## src/rtl/raster_core.sv

```systemverilog
// Per-pixel triangle rasteriser: snapshots a two-polygon scene at frame start,
// then tests each pixel against both triangles with edge functions. Latency 3, 1 pixel/clk.
module raster_core #(
  parameter int XW = 7,
  parameter int YW = 6,
  parameter int CW = 6,
  parameter int DW = 3
) (
  input  logic            clk,
  input  logic            rst_n,
  input  logic            frame_start_in,
  input  logic            px_valid_in,
  input  logic [XW-1:0]   px_x_in,
  input  logic [YW-1:0]   px_y_in,
  input  logic [CW-1:0]   bg_color_in,
  input  logic [2*CW-1:0] poly_color_in,
  input  logic [2*XW-1:0] v0_x_in,
  input  logic [2*XW-1:0] v1_x_in,
  input  logic [2*XW-1:0] v2_x_in,
  input  logic [2*YW-1:0] v0_y_in,
  input  logic [2*YW-1:0] v1_y_in,
  input  logic [2*YW-1:0] v2_y_in,
  input  logic [2*DW-1:0] poly_depth_in,
  input  logic            en_screen_in,
  input  logic [1:0]      poly_enable_in,
  output logic [CW-1:0]   color_out,
  output logic            color_valid_out
);

  localparam int EW = XW + YW + 3;

  // Handshake: px_valid_in qualifies px_x_in/px_y_in for one cycle; there is no
  // ready, every valid pixel is accepted and reappears as color_valid_out 3 cycles later.

  // E(a,b,p) = (p.x-a.x)*(b.y-a.y) - (p.y-a.y)*(b.x-a.x), exact in EW signed bits
  function automatic logic signed [EW-1:0] edge_fn(
    input logic [XW-1:0] ax, input logic [YW-1:0] ay,
    input logic [XW-1:0] bx, input logic [YW-1:0] by,
    input logic [XW-1:0] px, input logic [YW-1:0] py
  );
    logic signed [XW:0]   dpx, dbx;
    logic signed [YW:0]   dpy, dby;
    logic signed [EW-1:0] t0, t1;
    dpx = $signed({1'b0, px}) - $signed({1'b0, ax});
    dbx = $signed({1'b0, bx}) - $signed({1'b0, ax});
    dpy = $signed({1'b0, py}) - $signed({1'b0, ay});
    dby = $signed({1'b0, by}) - $signed({1'b0, ay});
    t0 = $signed({{(EW-XW-1){dpx[XW]}}, dpx}) * $signed({{(EW-YW-1){dby[YW]}}, dby});
    t1 = $signed({{(EW-YW-1){dpy[YW]}}, dpy}) * $signed({{(EW-XW-1){dbx[XW]}}, dbx});
    return t0 - t1;
  endfunction

  logic [CW-1:0]   bg_q;
  logic [2*CW-1:0] pcol_q;
  logic [2*XW-1:0] v0x_q, v1x_q, v2x_q;
  logic [2*YW-1:0] v0y_q, v1y_q, v2y_q;
  logic [2*DW-1:0] dep_q;
  logic            en_q;
  logic [1:0]      pen_q;
  logic [1:0]      degen_q;
  logic            setup_q;
  logic            setup_busy;

  assign setup_busy = frame_start_in | setup_q;

  always_ff @(posedge clk or negedge rst_n) begin
    if (!rst_n) begin
      bg_q    <= '0;
      pcol_q  <= '0;
      v0x_q   <= '0;
      v1x_q   <= '0;
      v2x_q   <= '0;
      v0y_q   <= '0;
      v1y_q   <= '0;
      v2y_q   <= '0;
      dep_q   <= '0;
      en_q    <= 1'b0;
      pen_q   <= '0;
      setup_q <= 1'b0;
    end else begin
      setup_q <= frame_start_in;
      if (frame_start_in) begin
        bg_q   <= bg_color_in;
        pcol_q <= poly_color_in;
        v0x_q  <= v0_x_in;
        v1x_q  <= v1_x_in;
        v2x_q  <= v2_x_in;
        v0y_q  <= v0_y_in;
        v1y_q  <= v1_y_in;
        v2y_q  <= v2_y_in;
        dep_q  <= poly_depth_in;
        en_q   <= en_screen_in;
        pen_q  <= poly_enable_in;
      end
    end
  end

  // Zero-area triangles are flagged once per frame, in the cycle after capture
  always_ff @(posedge clk or negedge rst_n) begin
    if (!rst_n) begin
      degen_q <= 2'b11;
    end else if (setup_q) begin
      for (int i = 0; i < 2; i++) begin
        degen_q[i] <= (edge_fn(v0x_q[i*XW +: XW], v0y_q[i*YW +: YW],
                               v1x_q[i*XW +: XW], v1y_q[i*YW +: YW],
                               v2x_q[i*XW +: XW], v2y_q[i*YW +: YW]) == '0);
      end
    end
  end

  // S1: register pixel
  logic          s1_valid, s1_busy;
  logic [XW-1:0] s1_x;
  logic [YW-1:0] s1_y;

  always_ff @(posedge clk or negedge rst_n) begin
    if (!rst_n) begin
      s1_valid <= 1'b0;
      s1_busy  <= 1'b0;
      s1_x     <= '0;
      s1_y     <= '0;
    end else begin
      s1_valid <= px_valid_in;
      s1_busy  <= setup_busy;
      s1_x     <= px_x_in;
      s1_y     <= px_y_in;
    end
  end

  // S2: three edge functions per polygon
  logic                 s2_valid, s2_busy;
  logic signed [EW-1:0] e_q [2][3];

  always_ff @(posedge clk or negedge rst_n) begin
    if (!rst_n) begin
      s2_valid <= 1'b0;
      s2_busy  <= 1'b0;
      for (int i = 0; i < 2; i++) begin
        for (int k = 0; k < 3; k++) e_q[i][k] <= '0;
      end
    end else begin
      s2_valid <= s1_valid;
      s2_busy  <= s1_busy;
      for (int i = 0; i < 2; i++) begin
        e_q[i][0] <= edge_fn(v0x_q[i*XW +: XW], v0y_q[i*YW +: YW],
                             v1x_q[i*XW +: XW], v1y_q[i*YW +: YW], s1_x, s1_y);
        e_q[i][1] <= edge_fn(v1x_q[i*XW +: XW], v1y_q[i*YW +: YW],
                             v2x_q[i*XW +: XW], v2y_q[i*YW +: YW], s1_x, s1_y);
        e_q[i][2] <= edge_fn(v2x_q[i*XW +: XW], v2y_q[i*YW +: YW],
                             v0x_q[i*XW +: XW], v0y_q[i*YW +: YW], s1_x, s1_y);
      end
    end
  end

  // S3: inside test accepts either winding; zero edges count as inside
  logic [1:0]    hit;
  logic [CW-1:0] color_next;

  always_comb begin
    hit = 2'b00;
    for (int i = 0; i < 2; i++) begin
      hit[i] = pen_q[i] & ~degen_q[i] &
               (((e_q[i][0] >= 0) & (e_q[i][1] >= 0) & (e_q[i][2] >= 0)) |
                ((e_q[i][0] <= 0) & (e_q[i][1] <= 0) & (e_q[i][2] <= 0)));
    end
  end

  always_comb begin
    color_next = bg_q;
    if (!en_q || s2_busy) begin
      color_next = '0;
    end else if (hit == 2'b11) begin
      color_next = (dep_q[DW +: DW] < dep_q[0 +: DW]) ? pcol_q[CW +: CW] : pcol_q[0 +: CW];
    end else if (hit[0]) begin
      color_next = pcol_q[0 +: CW];
    end else if (hit[1]) begin
      color_next = pcol_q[CW +: CW];
    end
  end

  always_ff @(posedge clk or negedge rst_n) begin
    if (!rst_n) begin
      color_valid_out <= 1'b0;
      color_out       <= '0;
    end else begin
      color_valid_out <= s2_valid;
      if (s2_valid) color_out <= color_next;
    end
  end

endmodule

```

## config.mk

```make
export PLATFORM = sky130hd
export DESIGN_NAME = raster_core
export DESIGN_NICKNAME = d
export VERILOG_FILES = /design/src/rtl/raster_core.sv
export SDC_FILE = /design/constraint.sdc
export NUM_CORES = 2
export LEC_CHECK = 0
export ABC_AREA = 1
export CELL_PAD_IN_SITES_DETAIL_PLACEMENT = 0
export CELL_PAD_IN_SITES_GLOBAL_PLACEMENT = 1
export CORE_ASPECT_RATIO = 1.25
export CORE_MARGIN = 2
export CORE_UTILIZATION = 46
export CTS_CLUSTER_DIAMETER = 150
export DETAILED_ROUTE_END_ITERATION = 8
export PLACE_DENSITY = 0.77
export SLEW_MARGIN = 20
export SYNTH_ARGS = -nofsm -noshare
export SYNTH_HDL_FRONTEND = slang
export SYNTH_SLANG_ARGS = --single-unit
```

## constraint.sdc

```tcl
create_clock -name clk -period 6.5 [get_ports clk]
set_clock_uncertainty 0.2 [all_clocks]
set_input_delay 1.3 -clock clk [delete_from_list [all_inputs] [get_ports clk]]
set_output_delay 1.3 -clock clk [all_outputs]
set_load 0.005 [all_outputs]
```

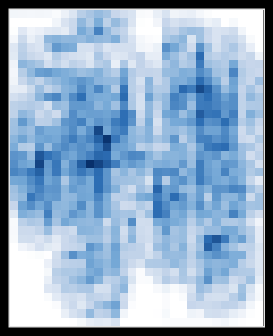
Figure 1: wire density map.
30 x 38 tiles, from white (low) to dark blue (high), scaled to the fullest tile. Values are wire area over tile area, all layers added.
mean over tiles: 0.21
emptiest ninth of the die: south-west
tiles over half the peak: 26%
nearly empty tiles: 8.9%
fullest tile: 0.60

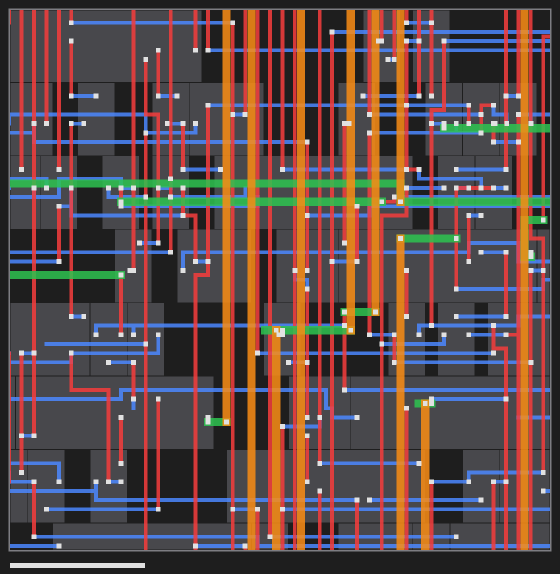
Figure 2: a small window of the routed layout.
Scale bar: 5 µm. Window x 216 to 236, y 271 to 291 µm. Cells in gray, sequential cells in the stronger gray; small squares are vias.
legend:
  blue:
    layer: met1
  green:
    layer: met3
  orange:
    layer: met4
  red:
    layer: met2
cells with their middle in the window: 35
sequential cells in the window: 0
most frequent: nand2_1 (9), nor2_1 (8)

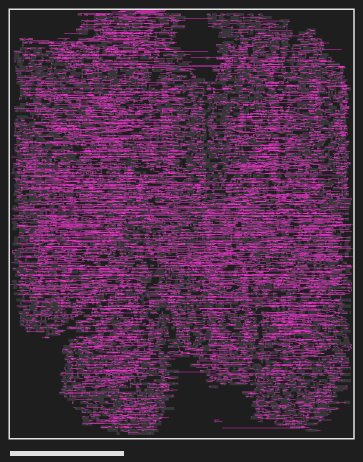
Figure 3: M1 wires.
Scale bar: 100 µm.
wire length on this layer: 56.8 mm
share of all routed wire: 38%
nets with wire on the layer: 8166

==> impl_metrics.toml <==
# synthesis and place-and-route metrics
[cts]
postCtsSetupBuffers = 69
insertion_delay_ns = 0.63
cts-resized-gates = 409
ctsRootBufferMaster = "clkbuf_16"
htreeDepth = 1
cts.clk_slew.worst_paths_ns = 0.06
clock_path_buffers = 3
cts_hold_buffers = 0

[yosys]
ys_seq_share_pct = 11.25
ys_types = 53
syn_inst = 5847
ys_cells = 5847
synthTopCellsByCount = "inv_1, fa_1, nand2_1"
ys_sh_adder_pct = 53.81
synthArstFlopShare_pct = 100.0
simple_gate_area_share_pct = 14.26
most_common_cell = "inv_1"
synthXorXnorAreaFrac_pct = 4.216
ys_sh_mux_pct = 0.2220
synth.largest_area_cell = "fa_1"
area_leaders = "fa_1, ha_1, dfrtp_1"
synthesis.nets = 7571
yosys_most_used_dff = "dfrtp_1"

[sta]
fin_ws_ns = -0.4241
relSlewSlack_pct = 39.17
setup_viol = 44
rsz0062_at_grt = "true"
finalHoldViolations = 0
max_freq_mhz = 144.4
worst-slew-pin-transition_ns = 0.9125
min_period_over_period_pct = 106.5

[routing]
wl_per_cell_um = 17.71
drt-initial-drc-count = 1850
wl_met1_um = 56800
via_per_inst = 4.901
drc = 0
final_antenna_net_count = 0

[place]
dpl.hpwl_um = 130100
placed_cells_incl_taps = 8303
dpl-instance-area_mm2 = 0.06086
portBuffers = 128
place_congestion = 0.9767

[final_layout]
largest_reg_flops = 96
fin_util_pct = 59.71
buffer_area_share_pct = 14.48
final_nets = 8711
antennaDiodeCount = 2
regMostFlops = "e_q"
seqCellArea_mm2 = 0.005714
ff_count = 228
n_all_buffers = 1166
drive_above_1_share_pct = 25.88

[floorplan]
rows = 136
die.size.y_um = 375.3
core_region_area_mm2 = 0.1098
fp-utilization_pct = 46.22
ios = 129
tapCellCount = 1449

[worst_hold_path]
hold_class = "flip-flop to flip-flop"
min_to = "s2_valid"
holdPathStages = 0

[critical_path]
cpMostUsedCell = "nand2_1"
endpoint_kind = "flip-flop"
critPathKind = "flip-flop to flip-flop"
crit_end = "degen_q[0]"
crit_start = "v2x_q[0]"
reg2reg_from = "v2x_q[0]"
slowest_stage = "fa_2"
cp.buffers_inverters = 7
cp.depth = 35
crit_required_ns = 6.86

[global_route]
antenna_found_initial = 4
met1_usage_pct = 31.35
gr-usage-met3_pct = 2.468
grt_overflow = 0
grt_util_all_layers_pct = 27.20
grt-busiest-layer = "met2"

[run_status]
status = "complete, but fails checks"
failed_checks = "negative setup slack"

[run]
warning_count = 75
